Fig. 1: run 1, M1 wires
The bar under the picture is 20 um long. Cells faint in the background.
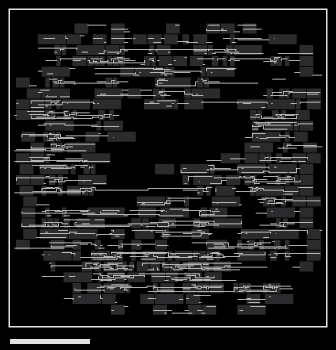
Fig. 2: run 1, the metal 2 layer
Cells faint in the background.
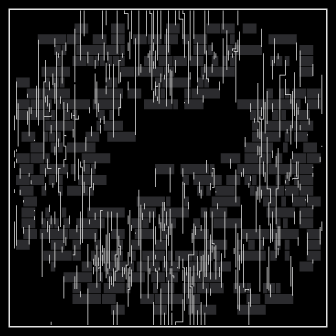
Fig. 3: run 1, met3 routing
The bar under the picture is 20 um long. Cells faint in the background.
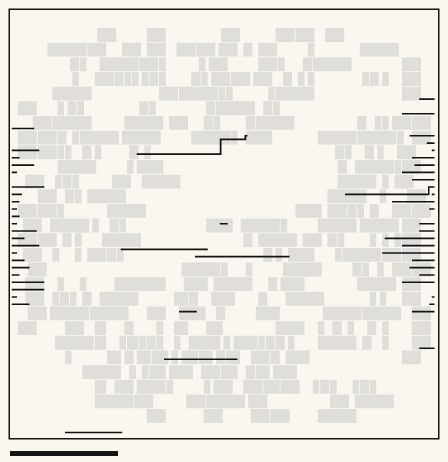
===== src/rtl/instr_fetch_pkg.sv =====
// Shared types and default sizes for the instruction fetch sequencer.
package instr_fetch_pkg;

  localparam int DEF_ADDR_W   = 5;
  localparam int DEF_INSTR_W  = 32;
  localparam int DEF_PROG_LEN = 19;

  typedef enum logic [1:0] {
    IDLE = 2'd0,
    RUN  = 2'd1,
    DONE = 2'd2
  } state_t;

endpackage


===== src/rtl/instr_fetch_out_reg.sv =====
// One-entry output register presenting a fetched instruction over valid/ready.
// A flush drops the entry; a load overwrites it. The fetch logic upstream
// never asserts both in the same cycle, so flush is given priority only as a
// safeguard.
module fetch_out_reg
  import instr_fetch_pkg::*;
#(
  parameter int ADDR_W  = DEF_ADDR_W,
  parameter int INSTR_W = DEF_INSTR_W
) (
  input  logic               clk,
  input  logic               reset,
  input  logic               load,
  input  logic               flush,
  input  logic               ready,
  input  logic [INSTR_W-1:0] instr_in,
  input  logic [ADDR_W-1:0]  pc_in,
  output logic [INSTR_W-1:0] instr,
  output logic [ADDR_W-1:0]  pc,
  output logic               valid,
  output logic               valid_next
);

  // Next occupancy: flush empties, load fills, a plain accept empties.
  always_comb begin
    valid_next = valid;
    if (flush) begin
      valid_next = 1'b0;
    end else if (load) begin
      valid_next = 1'b1;
    end else if (valid && ready) begin
      valid_next = 1'b0;
    end
  end

  // Register the entry; payload only changes on a load so it holds under backpressure.
  always_ff @(posedge clk) begin
    if (reset) begin
      valid <= 1'b0;
      instr <= '0;
      pc    <= '0;
    end else begin
      valid <= valid_next;
      if (load) begin
        instr <= instr_in;
        pc    <= pc_in;
      end
    end
  end

endmodule


===== src/rtl/instr_fetch.sv =====
// Fetch sequencer: walks pc over the loaded program in the ROM, issues one
// combinational ROM read per fetch, and buffers the result in a one-entry
// valid/ready output register. Supports branch redirects and end-of-program halt.
module instr_fetch
  import instr_fetch_pkg::*;
#(
  parameter int PROG_LEN = DEF_PROG_LEN,
  parameter int ADDR_W   = DEF_ADDR_W,
  parameter int INSTR_W  = DEF_INSTR_W
) (
  input  logic               clk,
  input  logic               reset,
  input  logic               start,
  output logic [ADDR_W-1:0]  rom_address,
  output logic               rom_enable,
  input  logic [INSTR_W-1:0] rom_data,
  input  logic               redirect_valid,
  input  logic [ADDR_W-1:0]  redirect_addr,
  output logic [INSTR_W-1:0] out_instr,
  output logic [ADDR_W-1:0]  out_pc,
  output logic               out_valid,
  input  logic               out_ready,
  output logic               done
);

  localparam logic [ADDR_W-1:0] LAST_PC  = ADDR_W'(PROG_LEN - 1);
  localparam logic [ADDR_W:0]   PROG_END = (ADDR_W + 1)'(PROG_LEN);

  state_t            state;
  state_t            state_nxt;
  logic [ADDR_W-1:0] pc;
  logic [ADDR_W-1:0] pc_nxt;
  logic              fetch;
  logic              flush;
  logic              valid_nxt;
  logic              done_nxt;
  logic              redirect_in_range;

  // A fetch needs room in the output register and yields to any redirect.
  assign fetch = (state == RUN) && (!out_valid || out_ready) && !redirect_valid;
  // Redirects are ignored while idle.
  assign flush = redirect_valid && (state != IDLE);
  assign redirect_in_range = ({1'b0, redirect_addr} < PROG_END);

  assign rom_enable  = fetch;
  assign rom_address = pc;

  // Next state and pc; redirect outranks start and fetch. The last fetch
  // leaves pc parked on the final address so it can never wrap.
  always_comb begin
    state_nxt = state;
    pc_nxt    = pc;
    if (flush) begin
      pc_nxt    = redirect_addr;
      state_nxt = redirect_in_range ? RUN : DONE;
    end else begin
      case (state)
        IDLE: begin
          if (start) begin
            state_nxt = RUN;
            pc_nxt    = '0;
          end
        end
        RUN: begin
          if (fetch) begin
            if (pc == LAST_PC) begin
              state_nxt = DONE;
            end else begin
              pc_nxt = pc + ADDR_W'(1);
            end
          end
        end
        DONE: begin
          if (start) begin
            state_nxt = RUN;
            pc_nxt    = '0;
          end
        end
        default: begin
          state_nxt = IDLE;
          pc_nxt    = '0;
        end
      endcase
    end
  end

  // done is registered from the next-cycle view so it rises right after the final accept.
  assign done_nxt = (state_nxt == DONE) && !valid_nxt;

  // Control state registers.
  always_ff @(posedge clk) begin
    if (reset) begin
      state <= IDLE;
      pc    <= '0;
      done  <= 1'b0;
    end else begin
      state <= state_nxt;
      pc    <= pc_nxt;
      done  <= done_nxt;
    end
  end

  fetch_out_reg #(
    .ADDR_W  (ADDR_W),
    .INSTR_W (INSTR_W)
  ) u_out_reg (
    .clk        (clk),
    .reset      (reset),
    .load       (fetch),
    .flush      (flush),
    .ready      (out_ready),
    .instr_in   (rom_data),
    .pc_in      (pc),
    .instr      (out_instr),
    .pc         (out_pc),
    .valid      (out_valid),
    .valid_next (valid_nxt)
  );

endmodule


===== config.mk =====
export PLATFORM = sky130hd
export DESIGN_NAME = instr_fetch
export DESIGN_NICKNAME = d
export VERILOG_FILES = /design/src/rtl/instr_fetch_pkg.sv /design/src/rtl/instr_fetch_out_reg.sv /design/src/rtl/instr_fetch.sv
export SDC_FILE = /design/constraint.sdc
export NUM_CORES = 1
export LEC_CHECK = 0
export ABC_CLOCK_PERIOD_IN_PS = 4600
export CAP_MARGIN = 20
export CORE_UTILIZATION = 31
export CTS_CLUSTER_SIZE = 30
export DETAILED_ROUTE_END_ITERATION = 10
export MAX_ROUTING_LAYER = met4
export PLACE_DENSITY_LB_ADDON = 0.3
export SYNTH_ARGS = -nofsm -noshare
export SYNTH_HDL_FRONTEND = slang
export SYNTH_SLANG_ARGS = --single-unit
export TNS_END_PERCENT = 50

===== constraint.sdc =====
create_clock -name clk -period 4.6 [get_ports clk]
set_input_delay 0.69 -clock clk [delete_from_list [all_inputs] [get_ports clk]]
set_output_delay 0.69 -clock clk [all_outputs]
set_load 0.1 [all_outputs]

==> job_summary.md, run 1 <==
## Implementation flow summary

| Metric | Value |
|---|---|
| Critical path's top delay family | `buffers and inverters` |
| Adder Share, Synth | `0.0135` |
| Top Layout Cells | `clkdlybuf4s50_1 (84), nand2_1 (77), a21oi_1 (46), dfxtp_1 (46), clkbuf_8 (6)` |
| Gr usage total | `0.162` |
| Clock transition at the registers of the reported paths | `0.09 ns` |
| EDFF count, synth | `0` |
| Comb area leader | `AND-OR/OR-AND gates` |
| Peak fanout along the critical path | `38` |
| Total grt overflow | `0` |
| Sw frac | `0.374` |
| Final setup viols | `0` |
| Placed instance area | `between 2000 and 3000 um^2` |
| Vias | `1780` |
| Fin util | `0.506` |
| Slowest cell on the critical path | `inv_2` |
| Dominant register cell | `dfxtp_1` |
| Core footprint | `5640 um^2` |
| Root buf cell | `clkbuf_8` |
| Setup WS post-layout | `roughly 1.5 ns` |
| Number of I/O pins | `87` |
| Dpl cells | `370` |
| Critical Path Sink | `rom_enable` |
| Combinational power | `between 300 and 400 uW` |
| Status | `finished, final reports clean` |
| Initial antenna violation count | `0` |
| CP Launch Type | `input pin` |
| Number of port buffers | `86` |
| Unrepaired setup endpoints after global routing | `no` |
| Data required, critical path | `3.91 ns` |
| Synthesized area | `1860 um^2` |
| Largest net degree at the start of global routing | `46` |
| Mux share | `0.00538` |
| Gate Count Post-Synth | `224` |
| Hold Fails Final Rpt | `0` |
| # DRC | `0` |
| Worst-Skew Late Latency | `0.29 ns` |
| Crit path cell chain | `clkdlybuf4s50_1 -> nor3b_2 -> nand2_1 -> inv_2 -> buf_12` |
| Bufs and invs on worst path | `3` |
| Die H | `79.4 um` |
| Fp util | `0.330` |
| Reg area | `921 um^2` |
| Hold path startpoint | `u_out_reg.instr[10]` |
| Arrival @ worst endpoint | `2.43 ns` |
| Gpl congestion | `0.878` |
| Antenna cells | `0` |
| Vias/cell | `4.71` |
| FF-to-FF Start | `rom_address[0]` |
| Area growth from synthesis to layout | `53.4%` |
| Xor+xnor area frac | `0.00942` |
| OpenROAD warning count | `27` |
| Yosys warnings | `0` |
| Post-CTS Hold Fix Bufs | `0` |
| Cell variety after synth | `31` |
| Highest metal used | `met4` |
| Seq share, synth | `0.495` |
| Max reg flops | `32` |
| Final worst path period share | `0.679` |
| Post-layout min period | `~3.1 ns` |
| Critical R2R Capture | `rom_address[2]` |
| Relative slew slack | `0.337` |
| Async S/R FF share, synth | `0` |
| Post-route ant nets | `0` |
| Slew Limit Fails | `0` |
| WL/cell | `12.3 um` |
| CTS tree | `built` |
| Met1 usage | `0.208` |
| First-pass GRT wire length | `7790 um` |
| Die area | `6310 um^2` |
| Yosys cell count | `224` |
| # clock sinks | `46` |
| Worst path max stage delay | `0.52 ns` |
| Post-Syn Area per Cell | `8.30 um^2` |
| Biggest register | `u_out_reg.instr` |
| Top cell excl fill/tap | `clkdlybuf4s50_1` |
| Met3 usage | `0.0354` |
| M1 WL | `2260 um` |
| Synth Area in Compound Gates | `0.223` |
| WL met3 | `253 um` |
| Comb power frac | `0.322` |
| # nets final | `349` |
| Most used routing layer | `met2` |
| Fraction of final layout cells sized beyond drive strength 1 | `0.0784` |
| Worst slew pin tran | `just under 1 ns` |
## Picture notes: Fig. 1
- share of all routed wire: 49%
- wire length on this layer: 2260 um
- nets with wire on the layer: 297

## Picture notes: Fig. 2
- nets with wire on the layer: 275
- main direction: vertical
- wire length on this layer: 2070 um
- longest straight run: 32.6 um

## Picture notes: Fig. 3
- nets with wire on the layer: 51
- share of all routed wire: 5.5%
- longest straight run: 17.2 um

## run 1: synthesized netlist by cell type (2+ instances only)
cell type / count / area share
nand2_1: 77 / 0.16
a21oi_1: 46 / 0.12
dfxtp_1: 46 / 0.50
a22oi_1: 5 / 0.020
clkbuf_1: 5 / 0.010
nor2_1: 5 / 0.010
a211oi_2: 4 / 0.027
buf_2: 4 / 0.011
inv_1: 4 / 0.0081
buf_4: 3 / 0.012
ha_1: 2 / 0.013
inv_2: 2 / 0.0040
nand3_1: 2 / 0.0054
xnor2_1: 2 / 0.0094
## run 1: final cells by class
cell class                      instances  area share
Inverter                                6     0.00789
Clock inverter                          2     0.00439
Timing Repair Buffer                   87       0.306
Clock buffer                            6      0.0289
Tap cell                               72      0.0316
Multi-Input combinational cell        159       0.298
Sequential cell                        46       0.323
==> run 2: changes to the inputs <==
--- a/config.mk
+++ b/config.mk
@@ -5,7 +5,7 @@
 export SDC_FILE = /design/constraint.sdc
 export NUM_CORES = 1
 export LEC_CHECK = 0
-export ABC_CLOCK_PERIOD_IN_PS = 4600
+export ABC_CLOCK_PERIOD_IN_PS = 2800
 export CAP_MARGIN = 20
 export CORE_UTILIZATION = 31
 export CTS_CLUSTER_SIZE = 30
==> constraint.sdc (replaced) <==
create_clock -name clk -period 2.8 [get_ports clk]
set_input_delay 0.42 -clock clk [delete_from_list [all_inputs] [get_ports clk]]
set_output_delay 0.42 -clock clk [all_outputs]
set_load 0.1 [all_outputs]
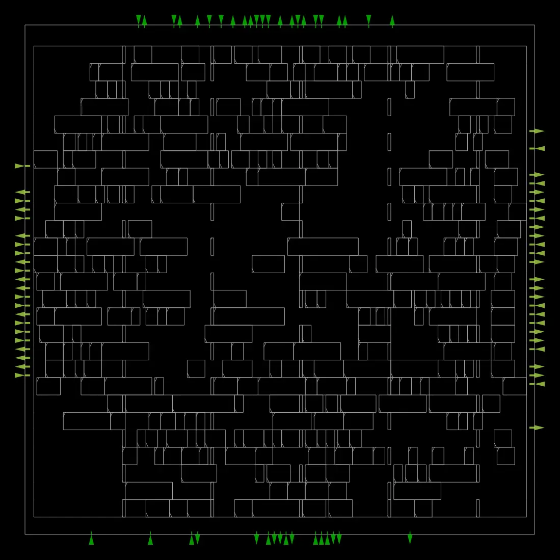
Fig. 4. Placed standard cells (run 2).
fin util: 0.497
tap cells: 72
# rows: 27
core footprint: 5640 um^2

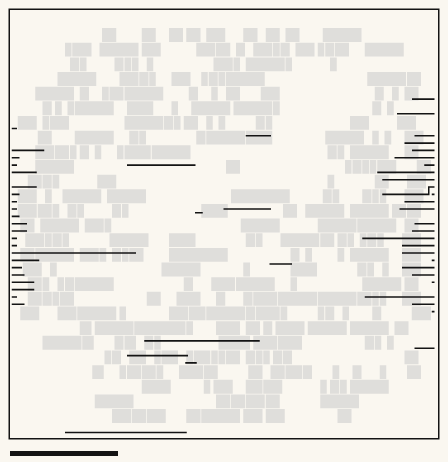
Fig. 5. Met3 routing (run 2).
The bar under the picture is 20 um long. Cells faint in the background.
vias: 1762
met3 usage: 0.0366
WL final: 4600 um

==> run 2 against run 1 <==
Net effect:
- synthesized area stayed put
- via count decreased by 1.0%
- first-iteration DRC count shrank 63%
- final cell count increased by 0.53%
- sequential cell count did not move
- sequential share of layout area is 0.55 points higher
- clock skew shrank 0.0017 ns
- die size is the same
- combinational power is 61% higher
- register-to-register slack lost 1.7 ns
- clock-buffer cell count stayed put
- critical path depth unchanged
- critical endpoint unchanged
==> job_summary.md, run 2 <==
## Implementation flow summary

| Metric | Value |
|---|---|
| Status | `finished, final reports clean` |
| Synth cell count leaders | `nand2_1 (77), a21oi_1 (46), dfxtp_1 (46)` |
| Root buf cell | `clkbuf_8` |
| Peak fanout along the critical path | `18 (-53%)` |
| Die H | `79.4 um (unchanged)` |
| Comb area leader | `AND-OR/OR-AND gates` |
| Mux share | `0.00538 (unchanged)` |
| Gate Count Post-Synth | `224 (unchanged)` |
| Number of port buffers | `86 (unchanged)` |
| Top-area cell share | `0.495 (unchanged)` |
| Dpl cells | `372 (+0.54%)` |
| Reg area | `921 um^2 (unchanged)` |
| Hold path startpoint | `u_out_reg.instr[17]` |
| Met1 usage | `0.192 (-0.0165)` |
| # clock sinks | `46 (unchanged)` |
| CTS tree | `built` |
| Worst-Skew Late Latency | `0.29 ns (about the same)` |
| Most used routing layer | `met2` |
| Combinational power | `530 uW (+61%)` |
| Max reg flops | `32 (unchanged)` |
| Gpl congestion | `0.806 (-8.2%)` |
| Clock transition at the registers of the reported paths | `0.08 ns (about the same)` |
| Async S/R FF share, synth | `0 (unchanged)` |
| Crit path cell chain | `clkdlybuf4s50_1 -> nor3b_2 -> nand2_1 -> inv_2 -> buf_12` |
| Fp util | `0.330 (unchanged)` |
| Critical R2R Capture | `rom_address[2]` |
| Adder Share, Synth | `0.0135 (unchanged)` |
| Top-count cell post-synth | `nand2_1` |
| Biggest register | `u_out_reg.instr` |
| Vias/cell | `4.64 (-1.5%)` |
| Post-CTS Hold Fix Bufs | `0 (unchanged)` |
| Gr usage total | `0.157 (-0.00461)` |
| Slowest cell on the critical path | `clkdlybuf4s50_1` |
| CP Launch Type | `input pin` |
| Worst slew pin tran | `0.564 ns (-0.428 ns)` |
| Bufs and invs on worst path | `3 (unchanged)` |
| Top Layout Cells | `nand2_1 (77), buf_4 (47), a21oi_1 (46), dfxtp_1 (46), clkdlybuf4s50_1 (40)` |
| Final setup viols | `0 (unchanged)` |
| Top cells, area | `dfxtp_1 (50%), nand2_1 (16%), a21oi_1 (12%)` |
| Dominant register cell | `dfxtp_1` |
| First-pass GRT wire length | `7630 um (-2.0%)` |
| Seq share, synth | `0.495 (unchanged)` |
| Relative slew slack | `0.624 (+0.287)` |
| Post-layout min period | `around 2.3 ns` |
| Synthesized area | `1860 um^2 (unchanged)` |
| Setup WS post-layout | `0.469 ns (-1.01 ns)` |
| Die area | `6310 um^2 (unchanged)` |
| Area growth from synthesis to layout | `50.9%` |
| Worst path max stage delay | `0.51 ns (about the same)` |
| Critical Path Sink | `rom_enable` |
| # nets final | `351 (+0.57%)` |
| Initial antenna violation count | `0 (unchanged)` |
| OpenROAD warning count | `27 (unchanged)` |
| Critical path's top delay family | `buffers and inverters` |
| Final worst path period share | `0.832` |
| Antenna cells | `0 (unchanged)` |
| Leading area contributor after synthesis | `dfxtp_1` |
-- run 2: cell counts after synthesis --
No cell type changed its count.
-- run 2: logic make-up (layout without fill, tap and decap cells) --
kind of cell / Yosys count / in the layout
and+or+nand+nor: 91 / 91
AOI/OAI and AO/OA: 63 / 63
buffers and inverters: 19 / 103
xor gates and xnor gates: 2 / 2
DFF: 46 / 46
muxes: 1 / 1
adders and majority gates: 2 / 2
-- run 2: final cells by class --
class                      instances  share of cell area
timing repair buffer              89               0.277
multi-input combinational        159               0.303
clock inverter                     2              0.0214
inverter                           6             0.00803
sequential                        46               0.328
tap                               72              0.0321
clock buffer                       6              0.0294
-- run 2: layer usage --
metal  routed length, um  up-vias
li1                    -      915
met1                2170      780
met2                2070       60
met3                 292        7
met4                  64        0
met5                   0        -
Power and IR drop assume default switching activity.
